## src/rtl/matmul_pkg.sv

```systemverilog
// matmul_pkg: shared types for the matmul APB command sequencer
// Exports cmd_op_e, cmd_t (host command word), err_e (abort cause), seq_state_e (sequencer FSM).
package matmul_pkg;
   localparam int CMD_ADDR_W = 16;
   localparam int CMD_DATA_W = 32;
   localparam int CMD_STRB_W = 4;
   typedef enum logic [1:0] {CMD_WR, CMD_RD, CMD_WAIT, CMD_END} cmd_op_e;
   typedef struct packed {
      cmd_op_e                op;
      logic [CMD_ADDR_W-1:0]  addr;
      logic [CMD_DATA_W-1:0]  data;
      logic [CMD_STRB_W-1:0]  strb;
   } cmd_t;
   typedef enum logic [1:0] {ERR_NONE, ERR_SLVERR, ERR_TIMEOUT} err_e;
   typedef enum logic [2:0] {S_IDLE, S_FETCH, S_SETUP, S_ACCESS, S_RDPUSH, S_WAITD, S_ERROR} seq_state_e;
endpackage

```

## src/rtl/matmul_cmd_buf.sv

```systemverilog
// matmul_cmd_buf: command list storage with a write port and a registered read port
// Ports: clk_i/rst_i, push/clear (clear wins), wdata, raddr -> rdata (one cycle later), count, full.
module matmul_cmd_buf import matmul_pkg::*; #(
   parameter  int DEPTH = 16,
   localparam int PTR_W = $clog2(DEPTH),
   localparam int CNT_W = PTR_W + 1
) (
   input  logic             clk_i,
   input  logic             rst_i,
   input  logic             push,
   input  logic             clear,
   input  cmd_t             wdata,
   input  logic [PTR_W-1:0] raddr,
   output cmd_t             rdata,
   output logic [CNT_W-1:0] count,
   output logic             full
);
   logic [PTR_W-1:0] wr_ptr;
   cmd_t mem [DEPTH];
   assign full = count == CNT_W'(DEPTH);
   always_ff @(posedge clk_i) begin
      if (rst_i || clear) begin
         wr_ptr <= '0;
         count  <= '0;
      end else if (push) begin
         wr_ptr <= wr_ptr + 1'b1;
         count  <= count + 1'b1;
      end
   end
   always_ff @(posedge clk_i) begin
      if (push && !clear) mem[wr_ptr] <= wdata;
      rdata <= mem[raddr];
   end
endmodule

```

## src/rtl/matmul_apb_sequencer.sv

```systemverilog
// matmul_apb_sequencer: APB master replaying a host-loaded command list into the matmul slave
// Host: cmd_valid_i/cmd_ready_o/cmd_i push, clear_i, start_i; status busy_o, done_o, err_o, err_code_o.
// Reads: rd_valid_o/rd_ready_i/rd_data_o. APB: psel_o, penable_o, pwrite_o, paddr_o, pwdata_o, pstrb_o,
// pready_i, pslverr_i, prdata_i. mm_done_i releases WAIT commands.
module matmul_apb_sequencer import matmul_pkg::*; #(
   parameter  int DATA_WIDTH  = 8,
   parameter  int BUS_WIDTH   = 32,
   parameter  int ADDR_WIDTH  = 16,
   parameter  int CMD_DEPTH   = 16,
   parameter  int TIMEOUT_CYC = 4096,
   localparam int STRB_WIDTH  = BUS_WIDTH / DATA_WIDTH
) (
   input  logic                  clk_i,
   input  logic                  rst_i,
   input  logic                  cmd_valid_i,
   output logic                  cmd_ready_o,
   input  cmd_t                  cmd_i,
   input  logic                  clear_i,
   input  logic                  start_i,
   output logic                  busy_o,
   output logic                  done_o,
   output logic                  err_o,
   output err_e                  err_code_o,
   output logic                  rd_valid_o,
   input  logic                  rd_ready_i,
   output logic [BUS_WIDTH-1:0]  rd_data_o,
   output logic                  psel_o,
   output logic                  penable_o,
   output logic                  pwrite_o,
   output logic [ADDR_WIDTH-1:0] paddr_o,
   output logic [BUS_WIDTH-1:0]  pwdata_o,
   output logic [STRB_WIDTH-1:0] pstrb_o,
   input  logic                  pready_i,
   input  logic                  pslverr_i,
   input  logic [BUS_WIDTH-1:0]  prdata_i,
   input  logic                  mm_done_i
);
   localparam int PTR_W = $clog2(CMD_DEPTH);
   localparam int CNT_W = PTR_W + 1;
   localparam int TMO_W = $clog2(TIMEOUT_CYC) + 1;
   seq_state_e state;
   cmd_t q;
   logic [CNT_W-1:0] idx, count;
   logic [PTR_W-1:0] raddr;
   logic [TMO_W-1:0] tmo;
   logic full, slv_err, tmo_err;
   // idx is one bit wider than the buffer pointer so a full list without END ends at idx==count
   // instead of wrapping back to entry 0. The buffer pre-reads the entry the next FETCH will use.
   assign raddr       = state == S_IDLE ? '0 : idx[PTR_W-1:0] + 1'b1;
   assign cmd_ready_o = state == S_IDLE && !full;
   assign slv_err     = state == S_ACCESS && pready_i && pslverr_i;
   assign tmo_err     = tmo == TMO_W'(TIMEOUT_CYC - 1) &&
                        ((state == S_ACCESS && !pready_i) || (state == S_WAITD && !mm_done_i));
   matmul_cmd_buf #(.DEPTH(CMD_DEPTH)) u_buf (
      .clk_i (clk_i),
      .rst_i (rst_i),
      .push  (cmd_valid_i && cmd_ready_o),
      .clear (clear_i && state == S_IDLE),
      .wdata (cmd_i),
      .raddr (raddr),
      .rdata (q),
      .count (count),
      .full  (full)
   );
   always_ff @(posedge clk_i) begin
      if (rst_i) begin
         state      <= S_IDLE;
         idx        <= '0;
         tmo        <= '0;
         busy_o     <= 1'b0;
         done_o     <= 1'b0;
         err_o      <= 1'b0;
         err_code_o <= ERR_NONE;
         rd_valid_o <= 1'b0;
         rd_data_o  <= '0;
         psel_o     <= 1'b0;
         penable_o  <= 1'b0;
         pwrite_o   <= 1'b0;
         paddr_o    <= '0;
         pwdata_o   <= '0;
         pstrb_o    <= '0;
      end else begin
         done_o <= 1'b0;
         tmo    <= tmo + 1'b1;
         case (state)
            S_IDLE: if (start_i) begin
               err_o      <= 1'b0;
               err_code_o <= ERR_NONE;
               idx        <= '0;
               if (count == '0) done_o <= 1'b1;
               else begin
                  state  <= S_FETCH;
                  busy_o <= 1'b1;
               end
            end
            S_FETCH: if (q.op == CMD_END || idx == count) begin
               state  <= S_IDLE;
               busy_o <= 1'b0;
               done_o <= 1'b1;
            end else if (q.op == CMD_WAIT) begin
               state <= S_WAITD;
               tmo   <= '0;
            end else begin
               state    <= S_SETUP;
               psel_o   <= 1'b1;
               pwrite_o <= q.op == CMD_WR;
               paddr_o  <= ADDR_WIDTH'(q.addr);
               pwdata_o <= BUS_WIDTH'(q.data);
               pstrb_o  <= STRB_WIDTH'(q.strb);
            end
            S_SETUP: begin
               state     <= S_ACCESS;
               penable_o <= 1'b1;
               tmo       <= '0;
            end
            S_ACCESS: if (pready_i) begin
               psel_o    <= 1'b0;
               penable_o <= 1'b0;
               if (!pslverr_i && pwrite_o) begin
                  state <= S_FETCH;
                  idx   <= idx + 1'b1;
               end else if (!pslverr_i) begin
                  state      <= S_RDPUSH;
                  rd_valid_o <= 1'b1;
                  rd_data_o  <= prdata_i;
               end
            end
            S_RDPUSH: if (rd_ready_i) begin
               state      <= S_FETCH;
               rd_valid_o <= 1'b0;
               idx        <= idx + 1'b1;
            end
            S_WAITD: if (mm_done_i) begin
               state <= S_FETCH;
               idx   <= idx + 1'b1;
            end
            default: state <= S_IDLE;
         endcase
         // Aborts override whatever the state case chose and leave the bus idle.
         if (slv_err || tmo_err) begin
            state      <= S_ERROR;
            err_o      <= 1'b1;
            err_code_o <= slv_err ? ERR_SLVERR : ERR_TIMEOUT;
            busy_o     <= 1'b0;
            psel_o     <= 1'b0;
            penable_o  <= 1'b0;
         end
      end
   end
endmodule
```

## config.mk

```make
export PLATFORM = sky130hd
export DESIGN_NAME = matmul_apb_sequencer
export DESIGN_NICKNAME = d
export VERILOG_FILES = /design/src/rtl/matmul_pkg.sv /design/src/rtl/matmul_cmd_buf.sv /design/src/rtl/matmul_apb_sequencer.sv
export SDC_FILE = /design/constraint.sdc
export NUM_CORES = 1
export LEC_CHECK = 0
export ABC_AREA = 1
export CORE_MARGIN = 10
export CORE_UTILIZATION = 45
export CTS_CLUSTER_DIAMETER = 120
export DETAILED_ROUTE_END_ITERATION = 6
export DONT_BUFFER_PORTS = 1
export GPL_TIMING_DRIVEN = 0
export PLACE_DENSITY = 0.74
export SETUP_SLACK_MARGIN = 0.1
export SLEW_MARGIN = 20
export SYNTH_ARGS = -nofsm -noshare
export SYNTH_HDL_FRONTEND = slang
export SYNTH_SLANG_ARGS = --single-unit
```

## constraint.sdc

```tcl
create_clock -name clk_i -period 6.4 [get_ports clk_i]
set_input_delay 1.92 -clock clk_i [delete_from_list [all_inputs] [get_ports clk_i]]
set_output_delay 1.92 -clock clk_i [all_outputs]
set_load 0.01 [all_outputs]
```

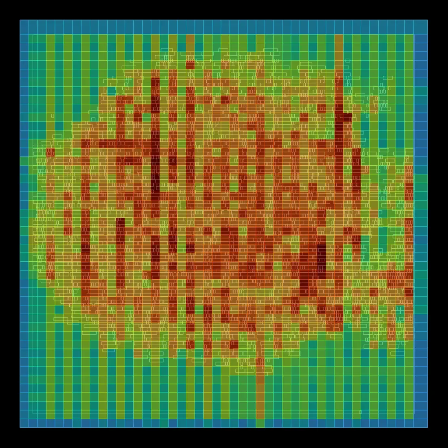
**Above:** congestion heat map.
Tot GR Track Use: 21.47%
post-layout util: 51.99%
routed len/inst: 22.96 um
met2 Resource Use GR: 34.93%
grt peak-use layer: met2

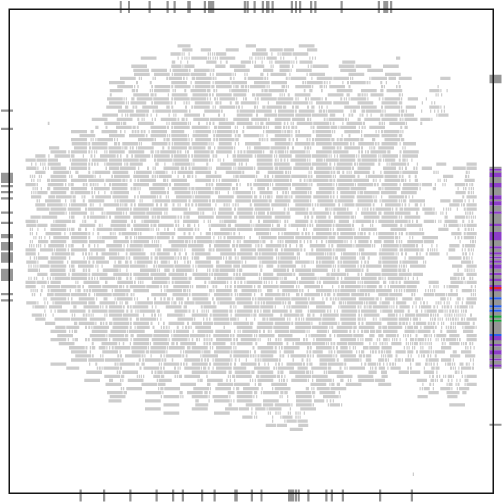
**Above:** ports around the boundary.
Scale: 1.5 px per um. Pins as bars across the die edge, other pins in grey.
[rd_data_o] purple | pins: 32 | direction: output | edge: right
[psel_o] red | pins: 1 | direction: output | edge: right
[err_code_o] green | pins: 2 | direction: output | edge: right
[pstrb_o] blue | pins: 4 | direction: output | edge: right
all pins by edge: 104 right, 31 left, 30 top, 24 bottom

==> qor.yml <==
die:
  pin_count: 189
  initCoreUtil_pct: 45.45
  row_count: 110
timing:
  finalHoldViolCount: 0
  setup_viol: 0
  fmax_ghz: 0.2783
  finalSetupTns_ps: 0
  tightest_slew_ps: 1096
  finalWorstSetupSlack_ps: 2807
  min_period_ps: 3593
route:
  first_pass_iters: 5
  vias: 27880
run:
  warnings: 32
  drv_cap: 0
power:
  pwr_density_cell_nw_per_um2: 410.0
synth:
  ys_seq_share_pct: 71.98
  top_cells_by_area: "edfxtp_1, dfxtp_1, nor2_1, nand3_1, nand2_1"
  yosys_cells: 3559
  yosysWarnings: 0
  ys_ff: 1041
finish:
  nonClkBufAreaFrac_pct: 4.141
  layout_top_cell: "edfxtp_1"
  largest_class: "flip-flops and latches"
  inverters: 319
  drive_above_1_share_pct: 10.23
  ff_count: 1041
  largest_register_ff_count: 864
  lay_top_cells: "edfxtp_1, nor2_1, nand2_1, nand3_1, inv_1"
  top_register: "u_buf.mem"
place:
  dp_slack_ps: 2196
worst_setup_path:
  r2r-start: "u_buf.count[0]"
  required_ps: 4480
  critPathArrivalTime_ps: 1670
  crit_chain: "inv_1 > ha_1 > nand4_1 > nand2_1 > inv_1"
  path_max_fanout: 5
  crit_path_frequent_cell: "inv_1"
outcome:
  status: "completed"
global_routing:
  grt_max_degree: 24
clock_network:
  clk_pin_slew_worst_paths_ps: 60
  cts_tree: "yes"
  cts.sinks: 1041
  cts_resized: 0
  ctsRootBufferMaster: "clkbuf_16"
min_path:
  hp-start: "tmo[0]"
  hold_class: "reg -> reg"
-- worst paths after layout --
kind                       to  slack, ps  cells after the start
min                    tmo[0]        450                      1
max               cmd_ready_o       2810                      5
max reg2reg  u_buf.mem[4][25]       3350                     11
min reg2reg            tmo[0]        450                      1
-- Yosys cell counts, drive strengths merged --
cell type,count
o211ai,216
edfxtp,864
dfxtp,177
nand3,344
ha,8
nor3b,2
nand4,5
clkbuf,56
o21ai,259
nor2,655
a311oi,1
nand2,460
a21oi,21
inv,319
nor3,12
xnor2,5
xor2,7
nor4,1
buf,146
a211oi,1
-- kinds of logic after synthesis --
| group | after synthesis | share of synthesized area [%] |
|---|---|---|
| flip-flops | 1041 | 71.98 |
| XOR/XNOR | 12 | 0.2565 |
| AND/OR/NAND/NOR | 1479 | 14.83 |
| buffers and inverters | 521 | 5.277 |
| AND-OR/OR-AND | 498 | 7.418 |
| adder cells (fa/ha/maj) | 8 | 0.2443 |
-- metal layers --
layer	wire, um	part of all wire [%]	up-vias	global-route usage (%)
li1	-	-	12610	-
met1	42270	37	13200	26.91
met2	52990	46	1786	34.93
met3	14370	13	291	5.990
met4	4658	4.1	0	8.603
met5	0	0	-	0
-- power by group --
| part | internal, mW | switching (mW) | total (mW) |
|---|---|---|---|
| sequential | 7.70 | 0.171 | 7.87 |
| clock | 3.39 | 2.56 | 5.95 |
| combinational | 1.45 | 3.94 | 5.39 |
-- through the flow --
step,std cells,area [um2],util [%],total power [mW],hold slack [ps]
floorplan,3559,40990,-,11.21,417.5
global placement,4735,42460,47.10,13.08,428.9
detailed placement,4792,43550,48.30,13.26,439.0
CTS,4977,46870,51.99,19.14,452.0
global route,4977,46870,51.99,19.99,466.4
finish,4977,46870,51.99,19.22,449.0
No activity file was given, so power comes from the tool's default toggle rates.
